**src/rtl/lfu_pkg.sv**
```systemverilog
// rtl/lfu_pkg.sv - shared FSM state type and default parameters for the LFU tracker
// No ports: package only.
package lfu_pkg;

  localparam int DEF_NUM_SLOTS = 4;
  localparam int DEF_CNT_W     = 8;
  localparam int DEF_AGING     = 1;

  typedef enum logic [1:0] {
    ST_IDLE   = 2'd0,
    ST_UPDATE = 2'd1,
    ST_SCAN   = 2'd2,
    ST_EVICT  = 2'd3
  } state_t;

endpackage

```
**src/rtl/lfu_counter_bank.sv**
```systemverilog
// rtl/lfu_counter_bank.sv - per-slot saturating use counters with aging and clear
// Ports:
//   clk, rst      clock and asynchronous active-low reset
//   inc_en/idx    increment one slot (saturating, optional halving of all slots)
//   clr_en/idx    clear one slot
//   cnt           current counter values, one CNT_W field per slot
module lfu_counter_bank
  import lfu_pkg::*;
#(
  parameter int NUM_SLOTS = DEF_NUM_SLOTS,
  parameter int CNT_W     = DEF_CNT_W,
  parameter int AGING     = DEF_AGING,
  parameter int IDX_W     = $clog2(NUM_SLOTS)
) (
  input  logic                              clk,
  input  logic                              rst,
  input  logic                              inc_en,
  input  logic [IDX_W-1:0]                  inc_idx,
  input  logic                              clr_en,
  input  logic [IDX_W-1:0]                  clr_idx,
  output logic [NUM_SLOTS-1:0][CNT_W-1:0]   cnt
);

  localparam logic [CNT_W-1:0] CNT_MAX = {CNT_W{1'b1}};
  localparam logic [CNT_W-1:0] CNT_ONE = {{(CNT_W-1){1'b0}}, 1'b1};
  localparam logic [IDX_W:0]   NS_EXT  = NUM_SLOTS[IDX_W:0];

  logic [NUM_SLOTS-1:0][CNT_W-1:0] cnt_d;
  logic                            inc_ok;
  logic                            clr_ok;
  logic                            age;

  // Indices at or above NUM_SLOTS are silently ignored.
  assign inc_ok = ({1'b0, inc_idx} < NS_EXT);
  assign clr_ok = ({1'b0, clr_idx} < NS_EXT);

  always_comb begin
    cnt_d = cnt;
    age   = 1'b0;
    if (inc_en && inc_ok) begin
      if (cnt[inc_idx] != CNT_MAX) begin
        cnt_d[inc_idx] = cnt[inc_idx] + CNT_ONE;
      end
      if ((AGING != 0) && (cnt_d[inc_idx] == CNT_MAX)) begin
        age = 1'b1;
      end
    end
    // Halving floors at 1 so a live slot never looks empty after aging.
    if (age) begin
      for (int i = 0; i < NUM_SLOTS; i++) begin
        if (cnt_d[i] != '0) begin
          if ((cnt_d[i] >> 1) == '0) begin
            cnt_d[i] = CNT_ONE;
          end else begin
            cnt_d[i] = cnt_d[i] >> 1;
          end
        end
      end
    end
    if (clr_en && clr_ok) begin
      cnt_d[clr_idx] = '0;
    end
  end

  always_ff @(posedge clk or negedge rst) begin
    if (!rst) begin
      cnt <= '0;
    end else begin
      cnt <= cnt_d;
    end
  end

endmodule

```
**src/rtl/lfu_tracker.sv**
```systemverilog
// rtl/lfu_tracker.sv - least-frequently-used slot tracker with scan-based eviction
// Ports:
//   clk, rst        clock and asynchronous active-low reset
//   req_valid/idx   access request and slot index
//   req_ready       request accepted when high (IDLE only); busy is its inverse
//   occupied        bit i set when slot i counter is nonzero
//   evict_valid/idx one-cycle pulse naming the evicted slot
module lfu_tracker
  import lfu_pkg::*;
#(
  parameter int NUM_SLOTS = DEF_NUM_SLOTS,
  parameter int CNT_W     = DEF_CNT_W,
  parameter int AGING     = DEF_AGING,
  localparam int IDX_W    = $clog2(NUM_SLOTS)
) (
  input  logic                 clk,
  input  logic                 rst,
  input  logic                 req_valid,
  input  logic [IDX_W-1:0]     req_idx,
  output logic                 req_ready,
  output logic [NUM_SLOTS-1:0] occupied,
  output logic                 evict_valid,
  output logic [IDX_W-1:0]     evict_idx,
  output logic                 busy
);

  localparam logic [IDX_W:0]   NS_EXT    = NUM_SLOTS[IDX_W:0];
  localparam logic [IDX_W-1:0] SCAN_LAST = IDX_W'(NUM_SLOTS - 1);
  localparam logic [IDX_W-1:0] IDX_ONE   = IDX_W'(1);

  state_t                          state_q;
  state_t                          state_d;
  logic [IDX_W-1:0]                last_idx;
  logic [IDX_W-1:0]                scan_idx;
  logic [IDX_W-1:0]                min_idx;
  logic [CNT_W-1:0]                min_val;
  logic                            min_found;
  logic [NUM_SLOTS-1:0][CNT_W-1:0] cnt;
  logic [NUM_SLOTS-1:0]            nz;
  logic [NUM_SLOTS-1:0]            upd_occ;
  logic                            last_ok;
  logic                            take;
  logic                            accept;

  lfu_counter_bank #(
    .NUM_SLOTS (NUM_SLOTS),
    .CNT_W     (CNT_W),
    .AGING     (AGING),
    .IDX_W     (IDX_W)
  ) u_bank (
    .clk     (clk),
    .rst     (rst),
    .inc_en  (state_q == ST_UPDATE),
    .inc_idx (last_idx),
    .clr_en  (state_q == ST_EVICT),
    .clr_idx (min_idx),
    .cnt     (cnt)
  );

  assign accept  = req_valid && req_ready;
  assign last_ok = ({1'b0, last_idx} < NS_EXT);

  // Occupancy as it will be after this UPDATE: the touched slot becomes
  // nonzero and aging never empties a slot, so no need to wait for the bank.
  always_comb begin
    nz = '0;
    for (int i = 0; i < NUM_SLOTS; i++) begin
      nz[i] = |cnt[i];
    end
    upd_occ = nz;
    if (last_ok) begin
      upd_occ[last_idx] = 1'b1;
    end
  end

  // Strict less-than keeps the earliest index on ties; last_idx is never a candidate.
  always_comb begin
    take = 1'b0;
    if (scan_idx != last_idx) begin
      take = !min_found || (cnt[scan_idx] < min_val);
    end
  end

  always_comb begin
    state_d = state_q;
    case (state_q)
      ST_IDLE:   if (accept) state_d = ST_UPDATE;
      ST_UPDATE: state_d = (last_ok && (&upd_occ)) ? ST_SCAN : ST_IDLE;
      ST_SCAN:   if (scan_idx == SCAN_LAST) state_d = ST_EVICT;
      ST_EVICT:  state_d = ST_IDLE;
      default:   state_d = ST_IDLE;
    endcase
  end

  always_ff @(posedge clk or negedge rst) begin
    if (!rst) begin
      state_q <= ST_IDLE;
    end else begin
      state_q <= state_d;
    end
  end

  always_ff @(posedge clk or negedge rst) begin
    if (!rst) begin
      last_idx    <= '0;
      scan_idx    <= '0;
      min_idx     <= '0;
      min_val     <= '0;
      min_found   <= 1'b0;
      req_ready   <= 1'b1;
      busy        <= 1'b0;
      occupied    <= '0;
      evict_valid <= 1'b0;
      evict_idx   <= '0;
    end else begin
      req_ready   <= (state_d == ST_IDLE);
      busy        <= (state_d != ST_IDLE);
      occupied    <= nz;
      evict_valid <= 1'b0;
      case (state_q)
        ST_IDLE: begin
          if (accept) begin
            last_idx <= req_idx;
          end
        end
        ST_UPDATE: begin
          scan_idx  <= '0;
          min_found <= 1'b0;
        end
        ST_SCAN: begin
          if (take) begin
            min_val   <= cnt[scan_idx];
            min_idx   <= scan_idx;
            min_found <= 1'b1;
          end
          if (scan_idx != SCAN_LAST) begin
            scan_idx <= scan_idx + IDX_ONE;
          end
        end
        ST_EVICT: begin
          evict_valid <= 1'b1;
          evict_idx   <= min_idx;
        end
        default: ;
      endcase
    end
  end

endmodule

```
**config.mk**
```make
export PLATFORM = sky130hd
export DESIGN_NAME = lfu_tracker
export DESIGN_NICKNAME = d
export VERILOG_FILES = /design/src/rtl/lfu_pkg.sv /design/src/rtl/lfu_counter_bank.sv /design/src/rtl/lfu_tracker.sv
export SDC_FILE = /design/constraint.sdc
export NUM_CORES = 1
export LEC_CHECK = 0
export CAP_MARGIN = 10
export CORE_MARGIN = 2
export CORE_UTILIZATION = 35
export DETAILED_ROUTE_END_ITERATION = 6
export PLACE_DENSITY_LB_ADDON = 0.25
export SLEW_MARGIN = 20
export SYNTH_ARGS = -nofsm -noshare
export SYNTH_HDL_FRONTEND = slang
export SYNTH_SLANG_ARGS = --single-unit
```
**constraint.sdc**
```tcl
create_clock -name clk -period 4.1 [get_ports clk]
set_input_delay 0.82 -clock clk [delete_from_list [all_inputs] [get_ports clk]]
set_output_delay 0.82 -clock clk [all_outputs]
set_load 0.05 [all_outputs]
```
Fig. 1: where the registers sit
Scale bar: 20 um.
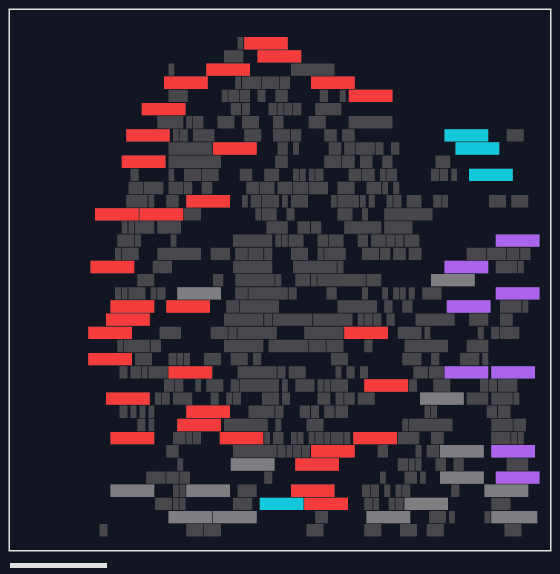
Key: u_bank.cnt = red [sequential cells 32]; min_val = purple [sequential cells 8]; occupied = cyan [sequential cells 4]

Fig. 2: wiring by layer
Only two layers are drawn.
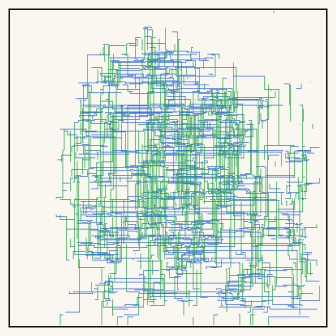
Key: met1 = blue [wire length 4980 um]; met2 = green [wire length 5180 um]

Fig. 3: clock wiring as the flow saved it
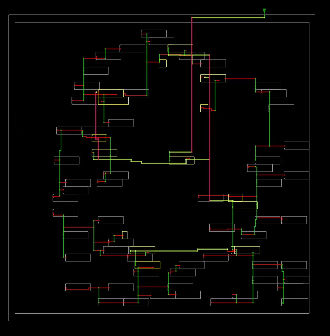
flop count: 58
Clk. pwr: 770 uW

Fig. 4: nets reached from selected ports
Scale bar: 20 um.
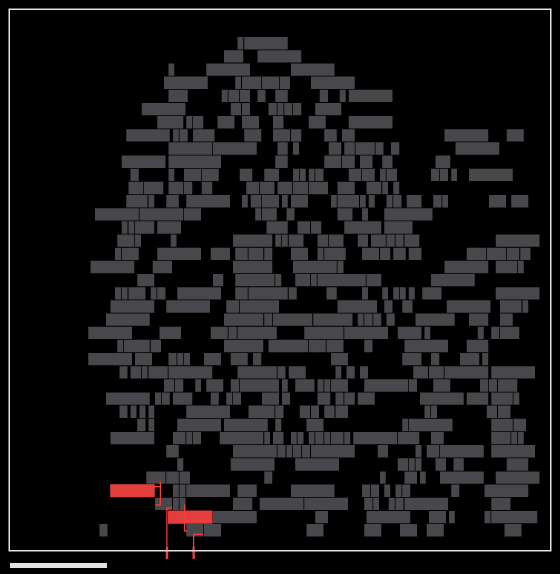
Key: evict_idx = red [bits 2, direction output, end cells 2, wire 32.5 um]

==> cells in the final DEF, fill, tap and decap left out, types with 2 or more instances in the layout <==
cell and n:
nor2b_1 3, and2_1 6, a211oi_1 4, inv_1 15, a41oi_1 2, o21ai_1 4, mux4_2 16, nand3_1 6
mux2i_1 29, nor3_1 16, o21ai_0 18, ha_1 9, nor3_2 2, nor4_1 6, buf_4 15, a31o_1 2
o2111ai_1 2, xnor2_1 5, mux2_4 4, xor2_1 4, mux2_2 20, and3_1 3, clkbuf_16 9, nand2_1 46
nor2_1 35, dfrtp_1 57, o211ai_1 3, clkbuf_8 2, nand2b_1 5, mux2_1 4, a21o_1 4, clkinvlp_4 2
or2_2 4, nor3b_1 2, a211oi_2 3, a21oi_1 18, clkdlybuf4s50_1 12, nand4_1 5
==> impl_metrics.ini <==
; yosys + openroad results
[run_status]
outcome = complete, no violations

[yosys]
synth_top_cell_by_count = dfrtp_1
top_logic_kind = multiplexers
yosysTopAreaCell = dfrtp_1
synthCells = 401
synth_cell_types = 58
synth.top_cell.area_share_pct = 35.21
ys.warnings.count = 0
edf_count = 0
ys_seq_elements = 58
adder_share_pct = 2.779
yosys-top-cells-count = dfrtp_1 (57), nand2_1 (46), nor2_1 (35)

[final_layout]
nMultiInputCombCells = 308
seq-cell-share_pct = 31.23
layout.non_clock_buffers = 28
antenna_cells = 0
final_nets = 435
multiInputGateArea_um2 = 2415
final_cells = 569
nFillCells = 1089
regMostFlops = u_bank.cnt
drive_gt1_share_pct = 21.36
dominant_cells = combinational gates

[clocking]
cts-root-buf = clkbuf_16
cts-buffers-inserted = 9
cts_sinks = 58
insertion_delay_ns = 0.33
ctsResizeCount = 0

[routing]
drtPass1Iterations = 6
top_layer = met4
drtIter0Drc = 238
vias = 3282
wl_met2_um = 5175

[global_route]
antenna_found_initial = 0
grt_pass1_wl_um = 18490
gr-total-overflow = 0
use_met2_pct = 29.07

[power_and_ir_drop]
pwr-share-seq_pct = 26.8
p_comb_uw = 1980
ir_drop_mv = 0.3718
power_frac_comb_pct = 52.7
clockPowerShare_pct = 20.5
power_leader = combinational logic

[final_timing]
fin_worst_skew_ns = 0.006003
setup_viol = 0
slew_viol_final = 0
final-hold-violation-count = 0

[hold_path]
whs_path_depth = 2
whs_endpoint = evict_idx[0]$_DFFE_PN0P_
min_from = evict_idx[0]$_DFFE_PN0P_

[floorplanning]
nWellTaps = 143
floorplan.core_util_pct = 35.63
die_w_um = 111.6

[critical_path]
cp_top_family = simple AND/OR/NAND/NOR gates
critPathSlowestCell = nor4_2
cp.arrival_ns = 3.76
rr_startpoint = last_idx[0]$_DFFE_PN0P_
cp.required_ns = 4.31

[place]
dp_hpwl_um = 8729

[job]
openroad.warnings = 26
Power is estimated from default activity; no workload was simulated.
